==> src/rtl/register_file_pkg.sv <==
// Shared types and constant helpers for the multi-port register file with flush.
package register_file_pkg;

   typedef enum logic [0:0] {
      IDLE  = 1'b0,
      FLUSH = 1'b1
   } flush_state_e;

   // ceil(log2(value)), 0 for value <= 1; usable in parameter expressions
   function automatic int clog2_f(input int value);
      int result;
      int rem;
      result = 32'sd0;
      rem    = value - 32'sd1;
      while (rem > 32'sd0) begin
         rem    = rem >>> 32'sd1;
         result = result + 32'sd1;
      end
      return result;
   endfunction

endpackage

==> src/rtl/register_file_flush_ctrl.sv <==
// Flush sequencer: walks the array one group of FLUSH_WORDS words per cycle and
// raises a one-hot clear strobe for the group being zeroed.
module register_file_flush_ctrl
   import register_file_pkg::*;
#(
   parameter  int ADDR_WIDTH  = 5,
   parameter  int FLUSH_WORDS = 4,
   localparam int NUM_GROUPS  = (2 ** ADDR_WIDTH) / FLUSH_WORDS
) (
   input  logic                  clk,
   input  logic                  rst_n,
   input  logic                  flush_req_i,
   output logic                  idle_o,
   output logic                  flush_busy_o,
   output logic                  flush_done_o,
   output logic [NUM_GROUPS-1:0] clear_grp_o
);

   localparam int GRP_BITS = ADDR_WIDTH - clog2_f(FLUSH_WORDS);
   // A single-group array still needs a 1-bit counter to stay legal
   localparam int CNT_W = (GRP_BITS > 0) ? GRP_BITS : 1;
   localparam logic [CNT_W-1:0] LAST_GRP = CNT_W'(NUM_GROUPS - 1);

   flush_state_e     state_q, state_d;
   logic [CNT_W-1:0] cnt_q, cnt_d;
   logic             done_q, done_d;

   // Next-state, group counter and completion pulse
   always_comb begin
      state_d = state_q;
      cnt_d   = cnt_q;
      done_d  = 1'b0;
      case (state_q)
         IDLE: begin
            if (flush_req_i) begin
               state_d = FLUSH;
               cnt_d   = '0;
            end else begin
               state_d = IDLE;
               cnt_d   = cnt_q;
            end
         end
         FLUSH: begin
            if (cnt_q == LAST_GRP) begin
               state_d = IDLE;
               cnt_d   = '0;
               done_d  = 1'b1;
            end else begin
               state_d = FLUSH;
               cnt_d   = cnt_q + CNT_W'(32'd1);
            end
         end
         default: begin
            state_d = IDLE;
            cnt_d   = '0;
         end
      endcase
   end

   // Per-group clear strobe decoded from the current group counter
   always_comb begin
      clear_grp_o = '0;
      for (int g = 0; g < NUM_GROUPS; g++) begin
         clear_grp_o[g] = (state_q == FLUSH) && (cnt_q == CNT_W'(g));
      end
   end

   // State, counter and done-pulse registers
   always_ff @(posedge clk or negedge rst_n) begin
      if (!rst_n) begin
         state_q <= IDLE;
         cnt_q   <= '0;
         done_q  <= 1'b0;
      end else begin
         state_q <= state_d;
         cnt_q   <= cnt_d;
         done_q  <= done_d;
      end
   end

   assign idle_o       = (state_q == IDLE);
   assign flush_busy_o = (state_q == FLUSH);
   assign flush_done_o = done_q;

endmodule

==> src/rtl/register_file_multi_port_flush_ff.sv <==
// Flip-flop register file: N_READ registered-address read ports, N_WRITE
// byte-enabled write ports with lowest-port-wins per byte, and a grouped flush.
module register_file_multi_port_flush_ff
   import register_file_pkg::*;
#(
   parameter  int ADDR_WIDTH  = 5,
   parameter  int DATA_WIDTH  = 32,
   parameter  int N_READ      = 2,
   parameter  int N_WRITE     = 2,
   parameter  int FLUSH_WORDS = 4,
   localparam int BE_WIDTH    = DATA_WIDTH / 8
) (
   input  logic                                 clk,
   input  logic                                 rst_n,
   input  logic                                 test_en_i,
   input  logic [N_READ-1:0]                    ReadEnable,
   input  logic [N_READ-1:0][ADDR_WIDTH-1:0]    ReadAddr,
   output logic [N_READ-1:0][DATA_WIDTH-1:0]    ReadData,
   input  logic [N_WRITE-1:0]                   WriteEnable,
   input  logic [N_WRITE-1:0][ADDR_WIDTH-1:0]   WriteAddr,
   input  logic [N_WRITE-1:0][BE_WIDTH-1:0]     WriteBE,
   input  logic [N_WRITE-1:0][DATA_WIDTH-1:0]   WriteData,
   output logic [N_WRITE-1:0]                   WriteGnt,
   input  logic                                 FlushReq,
   output logic                                 FlushBusy,
   output logic                                 FlushDone
);

   localparam int NUM_WORDS  = 2 ** ADDR_WIDTH;
   localparam int NUM_GROUPS = NUM_WORDS / FLUSH_WORDS;

   logic [DATA_WIDTH-1:0]             mem_q [NUM_WORDS];
   logic [DATA_WIDTH-1:0]             mem_d [NUM_WORDS];
   logic [N_READ-1:0][ADDR_WIDTH-1:0] raddr_q, raddr_d;
   logic [NUM_GROUPS-1:0]             clear_grp_s;
   logic [NUM_WORDS-1:0]              clear_word_s;
   logic                              flush_idle_s;
   logic [7:0]                        byte_s;
   logic                              unused_test_en_s;

   // Reserved for a future clock-gate bypass
   assign unused_test_en_s = test_en_i;

   register_file_flush_ctrl #(
      .ADDR_WIDTH  (ADDR_WIDTH),
      .FLUSH_WORDS (FLUSH_WORDS)
   ) u_flush_ctrl (
      .clk          (clk),
      .rst_n        (rst_n),
      .flush_req_i  (FlushReq),
      .idle_o       (flush_idle_s),
      .flush_busy_o (FlushBusy),
      .flush_done_o (FlushDone),
      .clear_grp_o  (clear_grp_s)
   );

   assign WriteGnt = WriteEnable & {N_WRITE{flush_idle_s}};

   // Expand group strobes to per-word clear enables
   always_comb begin
      clear_word_s = '0;
      for (int i = 0; i < NUM_WORDS; i++) begin
         clear_word_s[i] = clear_grp_s[i / FLUSH_WORDS];
      end
   end

   // Byte-wise array update; ports scanned high to low so the lowest granted
   // port that enables a byte has the final say on it
   always_comb begin
      byte_s = 8'h00;
      for (int i = 0; i < NUM_WORDS; i++) begin
         for (int b = 0; b < BE_WIDTH; b++) begin
            byte_s = mem_q[i][b*8 +: 8];
            for (int w = N_WRITE - 1; w >= 0; w--) begin
               byte_s = (WriteGnt[w] && WriteBE[w][b] && (WriteAddr[w] == ADDR_WIDTH'(i)))
                        ? WriteData[w][b*8 +: 8] : byte_s;
            end
            mem_d[i][b*8 +: 8] = clear_word_s[i] ? 8'h00 : byte_s;
         end
      end
   end

   // Read address capture
   always_comb begin
      raddr_d = raddr_q;
      for (int z = 0; z < N_READ; z++) begin
         raddr_d[z] = ReadEnable[z] ? ReadAddr[z] : raddr_q[z];
      end
   end

   // Read data follows the array at the captured address
   always_comb begin
      ReadData = '0;
      for (int z = 0; z < N_READ; z++) begin
         ReadData[z] = mem_q[raddr_q[z]];
      end
   end

   // Array and read-address registers
   always_ff @(posedge clk or negedge rst_n) begin
      if (!rst_n) begin
         for (int i = 0; i < NUM_WORDS; i++) begin
            mem_q[i] <= '0;
         end
         raddr_q <= '0;
      end else begin
         mem_q   <= mem_d;
         raddr_q <= raddr_d;
      end
   end

endmodule

==> config.mk <==
export PLATFORM = sky130hd
export DESIGN_NAME = register_file_multi_port_flush_ff
export DESIGN_NICKNAME = d
export VERILOG_FILES = /design/src/rtl/register_file_pkg.sv /design/src/rtl/register_file_flush_ctrl.sv /design/src/rtl/register_file_multi_port_flush_ff.sv
export SDC_FILE = /design/constraint.sdc
export NUM_CORES = 2
export LEC_CHECK = 0
export CORE_MARGIN = 3
export CORE_UTILIZATION = 55
export CTS_BUF_LIST = sky130_fd_sc_hd__clkbuf_2 sky130_fd_sc_hd__clkbuf_4 sky130_fd_sc_hd__clkbuf_8
export CTS_CLUSTER_DIAMETER = 120
export DETAILED_ROUTE_END_ITERATION = 8
export DONT_BUFFER_PORTS = 1
export PLACE_DENSITY_LB_ADDON = 0.12
export SLEW_MARGIN = 20
export SYNTH_ARGS = -nofsm -noshare
export SYNTH_HDL_FRONTEND = slang
export SYNTH_HIERARCHICAL = 1
export SYNTH_SLANG_ARGS = --single-unit
==> constraint.sdc <==
create_clock -name clk -period 2.5 [get_ports clk]
set_input_delay 0.375 -clock clk [delete_from_list [all_inputs] [get_ports clk]]
set_output_delay 0.375 -clock clk [all_outputs]
set_load 0.02 [all_outputs]
floorplan.png
(1.5 px per um) Pins as bars on the die edge.
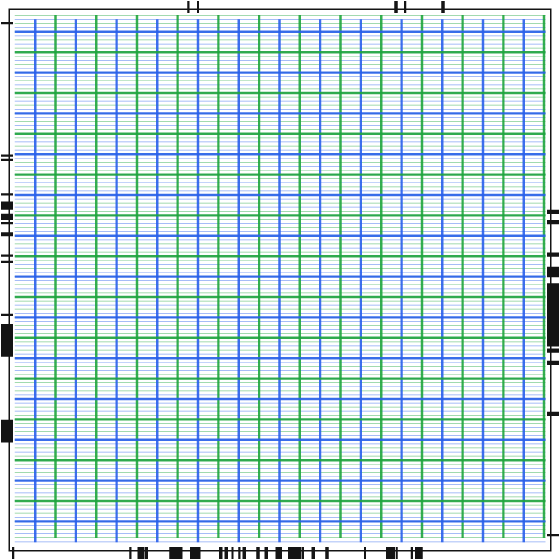
- VDD: green
- VSS: blue
- rows: 129
- met4 straps: 26
Die H: 360 um
Die Wd: 360 um
Core ar.: 0.124 sq mm

route_heat.png
(1 px per um) The die is cut into 36 by 36 equal tiles; dark purple is low, yellow is high, scaled to the fullest tile. Values are wire area over tile area, all layers added.
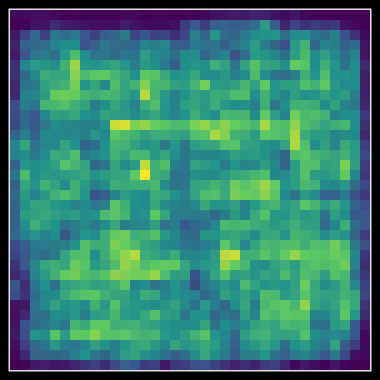
- fullest tile: 0.94
- nearly empty tiles: 2.3%
- tiles over half the peak: 52%
- mean over tiles: 0.45
GRT Total Usage: 46.8%
DR WL/cell: 32.7 um

placed.png
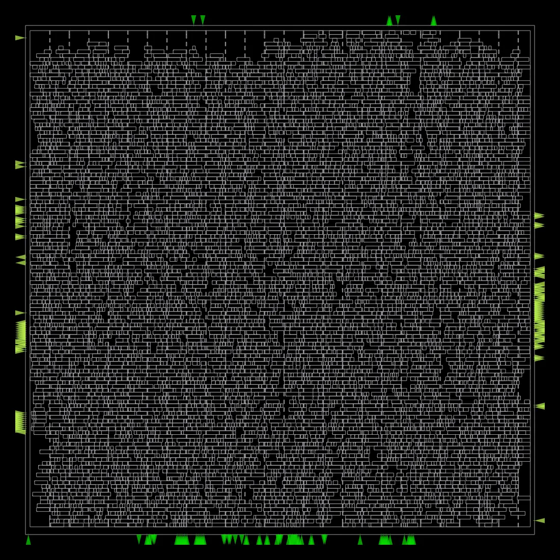
flop share of the area: 29.8%
fin cells: 9722
n_taps: 1637
Cell Rows: 129

closeup.png
Region (155, 227) to (205, 277) um. Cells in grey, sequential cells in the stronger grey; small squares are vias.
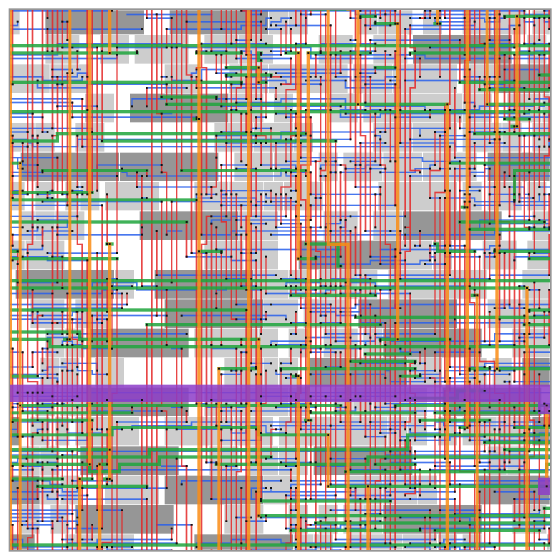
- M4: orange
- M5: purple
- M3: green
- M2: red
- M1: blue
- most frequent: nor3_1 (35), a21oi_1 (28), o2bb2ai_1 (28)
- sequential cells in the window: 27
- cells with their middle in the window: 186
- netlist names of flops here include: mem_q (27)

==> results.cfg <==
; implementation run metrics
[final_layout]
fillers = 9273
stdcell_area_sq_mm = 0.0874
postLayoutCoreUtil_pct = 70.4
lay_top_count = a21oi_1
fin_nets = 8057

[final_timing]
rsz0062_at_grt = true
setup_viol = 64
hold_ws_ps = -607
fmax_ghz = 0.285
skew_ps = 30.1
min_period_ps = 3510
finalHoldViolCount = 100
slew_viol_final = 0
worst_slew_pin_slew_ps = 1190
setup_ws_ps = -1010
slew_headroom_pct = 19.9

[clocking]
cts_hold_repair.buffers = 87
cts-root-buf = clkbuf_8
clockBufferDepth = 3
clk_latency_ps = 930
cts-htree-levels = 4
cts_tree = built
cts.sinks = 1039
cts_buffers = 184

[global_route]
grt_pass1_vias = 67900
met2_usage_pct = 67.0
antenna_found_initial = 12
grt.met3_usage_pct = 16.7
grtUsageMet1_pct = 59.9
grt_pass1_wl_um = 457000
grt-ovfl-total = 0

[hold_path]
hold_path.class = in -> async

[critical_path]
path_common_cell = buf_12
r2r_end = mem_q[181]$_DFFE_PN0P_
r2r-start = u_flush_ctrl/flush_busy_o$_DFF_PN0_
ff2ff_path_depth = 8
path_buffers = 6
cp.arrival_ps = 3130
crit_type = reg -> out
cpMaxStageDelayCell = dfrtp_4
path_delay_family = buffers and inverters
worstSetupEndpoint = ReadData[42]
cp-startpoint = raddr_q[6]$_DFFE_PN0P_
crit_chain = buf_8 -> buf_12 -> buf_16 -> buf_12 -> buf_16 -> mux2i_1 -> a21oi_1 -> nand3_2 -> nand3_4 -> buf_12
cp-end-kind = primary output

[synth]
ys_types = 37
top_area_cell = dfrtp_1
synth-async-reset-ratio_pct = 100
avgSynthCellArea_sq_um = 9.11
ys_seq_share_pct = 37.7
syn_area_sq_mm = 0.0689
synth_top_area_share_pct = 37.7
yosysWarnings = 6
yosysCellCount = 7565
ff_type = dfrtp_1

[placement]
place_area_sq_mm = 0.0756
gp_congestion = 0.981
dp.cells = 9181
dp.final_hpwl_um = 195000
io_buffers = 0
place_ws_ps = -234

[floorplan]
chipArea_sq_mm = 0.130
pin_count = 168

[status]
status = finished, violations left
violations = negative hold slack, negative setup slack

[detailed_routing]
wl_met2_um = 131000
ant_nets = 0
drc = 0
met3_length_um = 46800
wl_met1_um = 115000
dr.pass1.iters = 6
via_per_inst = 7.36

[power]
powerDensity_mw_per_mm2 = 700
power.leakage_nw = 35.3

[run]
max_cap_viol_count = 0
log.warning_count = 56
[where the power goes]
group,switching [mW],leakage (nW),internal (mW)
Clock,7.85,2.05,9.40
Sequential,2.22,14.4,18.9
Combinational,13.8,18.9,9.09
[logic make-up (layout without fill, tap and decap cells)]
family,after synthesis,count (layout),share of synthesized area [%]
compound gates,2628,2628,26.2
simple gates,1987,1987,15.3
flops,1039,1039,37.7
mux,1034,1034,15.0
buf+inv,870,1383,5.63
fa+ha+maj,7,7,0.127
other cells,0,7,0
[registers in the layout, indices dropped and copies added (netlist names)]
register	flops
u_flush_ctrl/flush_busy_o	1
u_flush_ctrl/cnt_q	3
mem_q	1024
u_flush_ctrl/flush_done_o	1
raddr_q	10
[Yosys cell counts (4+ instances only)]
cell type / n
a22oi_1: 192
buf_1: 40
buf_4: 52
nand2b_1: 8
nand3b_1: 4
ha_1: 7
nor2_1: 133
a31oi_1: 64
inv_1: 4
o2bb2ai_1: 1024
nor2b_1: 6
clkbuf_1: 520
nor3_4: 42
nand3_1: 195
a21oi_1: 1216
buf_2: 239
nand2_1: 251
a22o_1: 129
nor3_1: 1207
mux2i_1: 1024
nor3_2: 96
mux2_2: 10
and2_1: 7
and3_1: 11
buf_6: 14
dfrtp_1: 1039
nand2_2: 12
[cell type report]
type / count / area (sq um) / share of cell area (%)
inverter: 4 / 15.0 / 0.0172
timing repair buffer: 1065 / 12800 / 14.7
multi-input combinational: 5656 / 42700 / 48.8
clock buffer: 280 / 3550 / 4.07
sequential: 1039 / 26000 / 29.8
clock inverter: 34 / 294 / 0.336
antenna: 7 / 17.5 / 0.0200
tap: 1637 / 2050 / 2.34
No activity file was given, so power comes from the tool's default toggle rates.
